==> config.mk <==
export PLATFORM = sky130hd
export DESIGN_NAME = fetch_unit
export DESIGN_NICKNAME = d
export VERILOG_FILES = /design/src/rtl/cpu_pkg.sv /design/src/rtl/fetch_queue.sv /design/src/rtl/fetch_unit.sv
export SDC_FILE = /design/constraint.sdc
export NUM_CORES = 1
export LEC_CHECK = 0
export CAP_MARGIN = 10
export CORE_MARGIN = 4
export CORE_UTILIZATION = 30
export DETAILED_ROUTE_END_ITERATION = 10
export PLACE_DENSITY = 0.57
export SYNTH_ARGS = -nofsm -noshare
export SYNTH_HDL_FRONTEND = slang
export SYNTH_SLANG_ARGS = --single-unit
export TNS_END_PERCENT = 30
==> constraint.sdc <==
create_clock -name clk -period 6.6 [get_ports clk]
set_clock_uncertainty 0.2 [all_clocks]
set_input_delay 1.32 -clock clk [delete_from_list [all_inputs] [get_ports clk]]
set_output_delay 1.32 -clock clk [all_outputs]
set_load 0.03 [all_outputs]
==> src/rtl/cpu_pkg.sv <==
`default_nettype none
// +--------------------------------------------------------------------+
// | cpu_pkg : shared CPU constants and fetch-entry type                |
// | Rev 1.0 - initial release                                          |
// +--------------------------------------------------------------------+
package cpu_pkg;

  localparam logic [31:0] NOP_INSTR        = 32'h0000_0013;
  localparam logic [31:0] DEFAULT_RESET_PC = 32'h0000_0000;

  typedef struct packed {
    logic [31:0] pc;
    logic [31:0] instr;
  } fetch_entry_t;

endpackage
`default_nettype wire

==> src/rtl/fetch_queue.sv <==
`default_nettype none
// +--------------------------------------------------------------------+
// | fetch_queue : DEPTH-entry circular buffer of fetch entries         |
// | Rev 1.0 - initial release                                          |
// +--------------------------------------------------------------------+
module fetch_queue
  import cpu_pkg::*;
#(
  parameter int DEPTH = 2
) (
  input  logic         clk,
  input  logic         reset,
  input  logic         push,
  input  logic         pop,
  input  logic         clear,
  input  fetch_entry_t push_data,
  output fetch_entry_t head,
  output logic [2:0]   count,
  output logic         full,
  output logic         empty
);

  localparam int          PTR_W   = (DEPTH > 1) ? $clog2(DEPTH) : 1;
  localparam logic [PTR_W-1:0] C_LAST  = PTR_W'(DEPTH - 1);
  localparam logic [2:0]       C_DEPTH = 3'(DEPTH);

  fetch_entry_t     r_mem [DEPTH];
  logic [PTR_W-1:0] r_rd_ptr;
  logic [PTR_W-1:0] r_wr_ptr;
  logic [2:0]       r_count;
  logic             w_do_push;
  logic             w_do_pop;

  function automatic logic [PTR_W-1:0] ptr_inc(input logic [PTR_W-1:0] p);
    return (p == C_LAST) ? '0 : p + 1'b1;
  endfunction

  assign full  = (r_count == C_DEPTH);
  assign empty = (r_count == 3'd0);
  assign count = r_count;
  assign head  = r_mem[r_rd_ptr];

  // A full queue still accepts a push when the head leaves in the same cycle.
  assign w_do_pop  = pop && !empty;
  assign w_do_push = push && (!full || w_do_pop);

  always_ff @(posedge clk or posedge reset) begin
    if (reset) begin
      r_rd_ptr <= '0;
      r_wr_ptr <= '0;
      r_count  <= 3'd0;
    end else if (clear) begin
      r_rd_ptr <= '0;
      r_wr_ptr <= '0;
      r_count  <= 3'd0;
    end else begin
      if (w_do_pop)  r_rd_ptr <= ptr_inc(r_rd_ptr);
      if (w_do_push) r_wr_ptr <= ptr_inc(r_wr_ptr);
      case ({w_do_push, w_do_pop})
        2'b10:   r_count <= r_count + 3'd1;
        2'b01:   r_count <= r_count - 3'd1;
        default: r_count <= r_count;
      endcase
    end
  end

  always_ff @(posedge clk) begin
    if (w_do_push && !clear) r_mem[r_wr_ptr] <= push_data;
  end

endmodule
`default_nettype wire

==> src/rtl/fetch_unit.sv <==
`default_nettype none
// +--------------------------------------------------------------------+
// | fetch_unit : PC sequencing, stall buffering and branch redirect    |
// | Rev 1.0 - initial release                                          |
// +--------------------------------------------------------------------+
module fetch_unit
  import cpu_pkg::*;
#(
  parameter logic [31:0] RESET_PC = DEFAULT_RESET_PC,
  parameter int          FQ_DEPTH = 2
) (
  input  logic        clk,
  input  logic        reset,
  output logic [31:0] imem_addr,
  input  logic [31:0] imem_data,
  input  logic        stall,
  input  logic        branch_taken,
  input  logic [31:0] branch_target,
  output logic [31:0] ifid_pc,
  output logic [31:0] ifid_instr,
  output logic        ifid_valid,
  output logic        misalign_err
);

  localparam logic [2:0] C_DEPTH = 3'(FQ_DEPTH);

  logic [31:0]  r_pc;
  logic [31:0]  w_pc_next;
  fetch_entry_t w_fetch;
  fetch_entry_t w_head;
  fetch_entry_t w_ifid_next;
  logic [2:0]   w_count;
  logic         w_full;
  logic         w_empty;
  logic         w_push;
  logic         w_pop;
  logic         w_clear;
  logic         w_ifid_load;

  assign imem_addr = r_pc;
  assign w_fetch   = '{pc: r_pc, instr: imem_data};

  fetch_queue #(
    .DEPTH (FQ_DEPTH)
  ) u_queue (
    .clk       (clk),
    .reset     (reset),
    .push      (w_push),
    .pop       (w_pop),
    .clear     (w_clear),
    .push_data (w_fetch),
    .head      (w_head),
    .count     (w_count),
    .full      (w_full),
    .empty     (w_empty)
  );

  always_comb begin
    w_push      = 1'b0;
    w_pop       = 1'b0;
    w_clear     = 1'b0;
    w_ifid_load = 1'b0;
    w_ifid_next = w_fetch;
    w_pc_next   = r_pc;
    if (branch_taken) begin
      w_clear   = 1'b1;
      w_pc_next = {branch_target[31:2], 2'b00};
    end else if (!stall) begin
      // Buffered words are older than the current fetch, so they go first.
      w_ifid_load = 1'b1;
      w_pc_next   = r_pc + 32'd4;
      if (!w_empty) begin
        w_ifid_next = w_head;
        w_pop       = 1'b1;
        w_push      = 1'b1;
      end
    end else if (w_count < C_DEPTH) begin
      w_push    = 1'b1;
      w_pc_next = r_pc + 32'd4;
    end
  end

  always_ff @(posedge clk or posedge reset) begin
    if (reset) begin
      r_pc         <= RESET_PC;
      ifid_pc      <= 32'h0000_0000;
      ifid_instr   <= NOP_INSTR;
      ifid_valid   <= 1'b0;
      misalign_err <= 1'b0;
    end else begin
      r_pc         <= w_pc_next;
      misalign_err <= branch_taken && (branch_target[1:0] != 2'b00);
      if (branch_taken) begin
        ifid_instr <= NOP_INSTR;
        ifid_valid <= 1'b0;
      end else if (w_ifid_load) begin
        ifid_pc    <= w_ifid_next.pc;
        ifid_instr <= w_ifid_next.instr;
        ifid_valid <= 1'b1;
      end
    end
  end

  // Full flag is only informational here; count drives the stall decision.
  logic w_unused;
  assign w_unused = w_full;

endmodule
`default_nettype wire

Fig. 1: close-up of the layout
The bar under the picture is 20 um long. Region (21, 21) to (71, 71) um. Cells in gray, sequential cells in the stronger gray; small squares are vias.
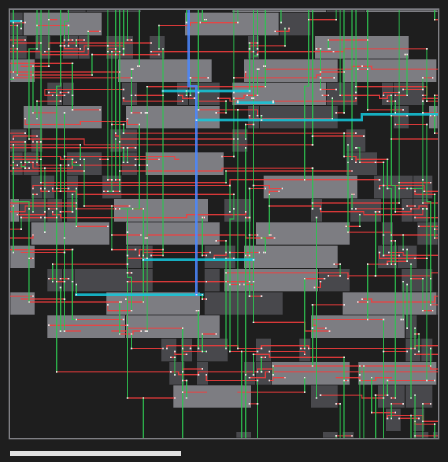
M4: in blue. M2: in green. M1: in red. M3: in cyan.
Sequential cells in the window: 25. Netlist names of flops here include `u_queue.r_mem` (17), `ifid_pc` (6), `imem_addr` (2). Most frequent: edfxtp_1 (17), nand2_1 (15), o21ai_0 (11). 99 logic cells have their middle in the window.

Fig. 2: wire density map
The bar under the picture is 50 um long. The die is cut into 37 by 37 equal tiles; black is low, pale yellow is high, scaled to the fullest tile. Values are wire area over tile area, all layers added.
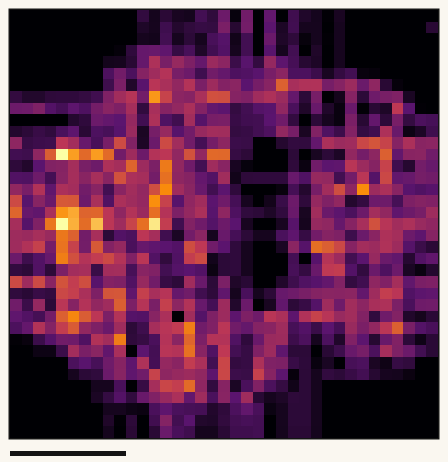
The fullest tile reaches 0.46. The densest ninth of the die: west. 21% of the tiles are nearly empty.

Fig. 3: cell outlines without signal wires
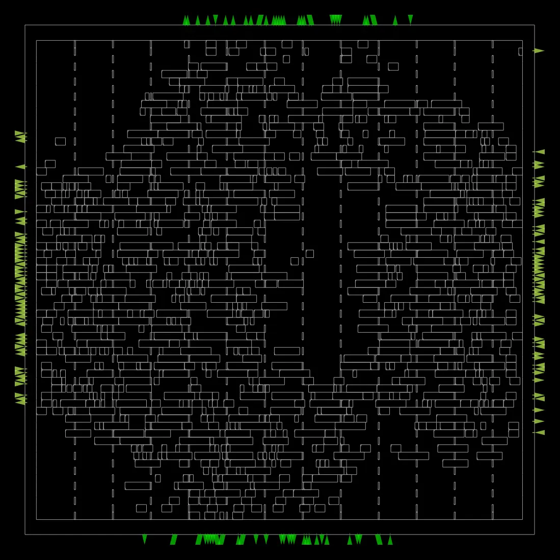
flop share of the area: 0.511
fillers: 2978

Fig. 4: cells colored by class
Fill, decap, tap and diode cells in gray.
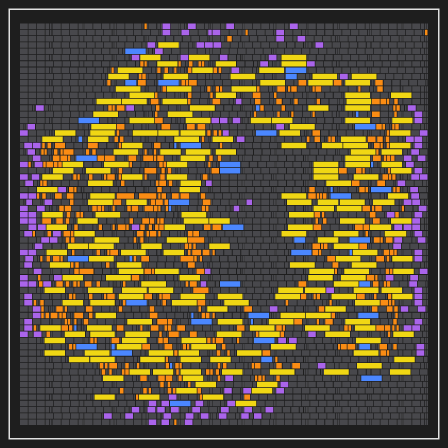
clock drivers and dummy loads: in blue, cells 47, share of their area 7.0%. remaining buffers and delay cells: in purple, cells 168, share of their area 14%. remaining logic cells: in orange, cells 487, share of their area 26%. registers: in yellow, cells 223, share of their area 53%.

==> CHANGELOG.md <==
### Implementation results

- PD cells: 351 nW/um^2
- Total CTS buffers: 26
- Gp weighted congestion: 0.733
- Clk buf depth: 3
- Final hold vios: 0
- Top cell category: registers
- Initial antenna violation count: 1
- Bufs and invs on worst path: 1
- Tcrit/Tclk final: 0.507
- Layout cells sized above 1: 0.0811
- Min-delay src: ifid_pc[22]
- Aggregate routed wire length: 23.0 mm
- Skew-Pair Late Insertion Delay: 0.52 ns
- Worst Path Arrival: 1.83 ns
- Setup TNS: 0 ns
- Outcome: finished clean
- # Taps: 396
- Synth mux share: 0.0718
- Crit path largest cell delay: 0.76 ns
- Final slew viol count: 0
- Non-clock buffer share: 0.136
- Setup Slack @ Placement: 2.67 ns
- Dominant logic cell types in the final layout: clkdlybuf4s50_1 (159), edfxtp_1 (124), dfrtp_1 (95)
- Comb pwr share: 0.244
- Final worst setup slack: 3.25 ns
- Maximum resistive drop on vdd: 0.000185 V
- FF-to-FF End: u_queue.r_mem[1][7]
- Switching power: 1320 uW
[routing by layer]
layer  routed length (um)  vias up  GRT usage
li1                     -     3015          -
met1                10500     2976      0.187
met2                10800      160      0.214
met3                 1420       25     0.0275
met4                  311        0     0.0294
met5                    0        -          0
[state kept, by name, indices dropped and copies added (netlist names)]
| register | count |
|---|---|
| ifid_pc | 30 |
| u_queue.r_mem | 124 |
| u_queue.count | 3 |
| misalign_err | 1 |
| u_queue.r_wr_ptr | 1 |
| ifid_instr | 32 |
| u_queue.r_rd_ptr | 1 |
| ifid_valid | 1 |
| imem_addr | 30 |
Power is estimated from default activity; no workload was simulated.
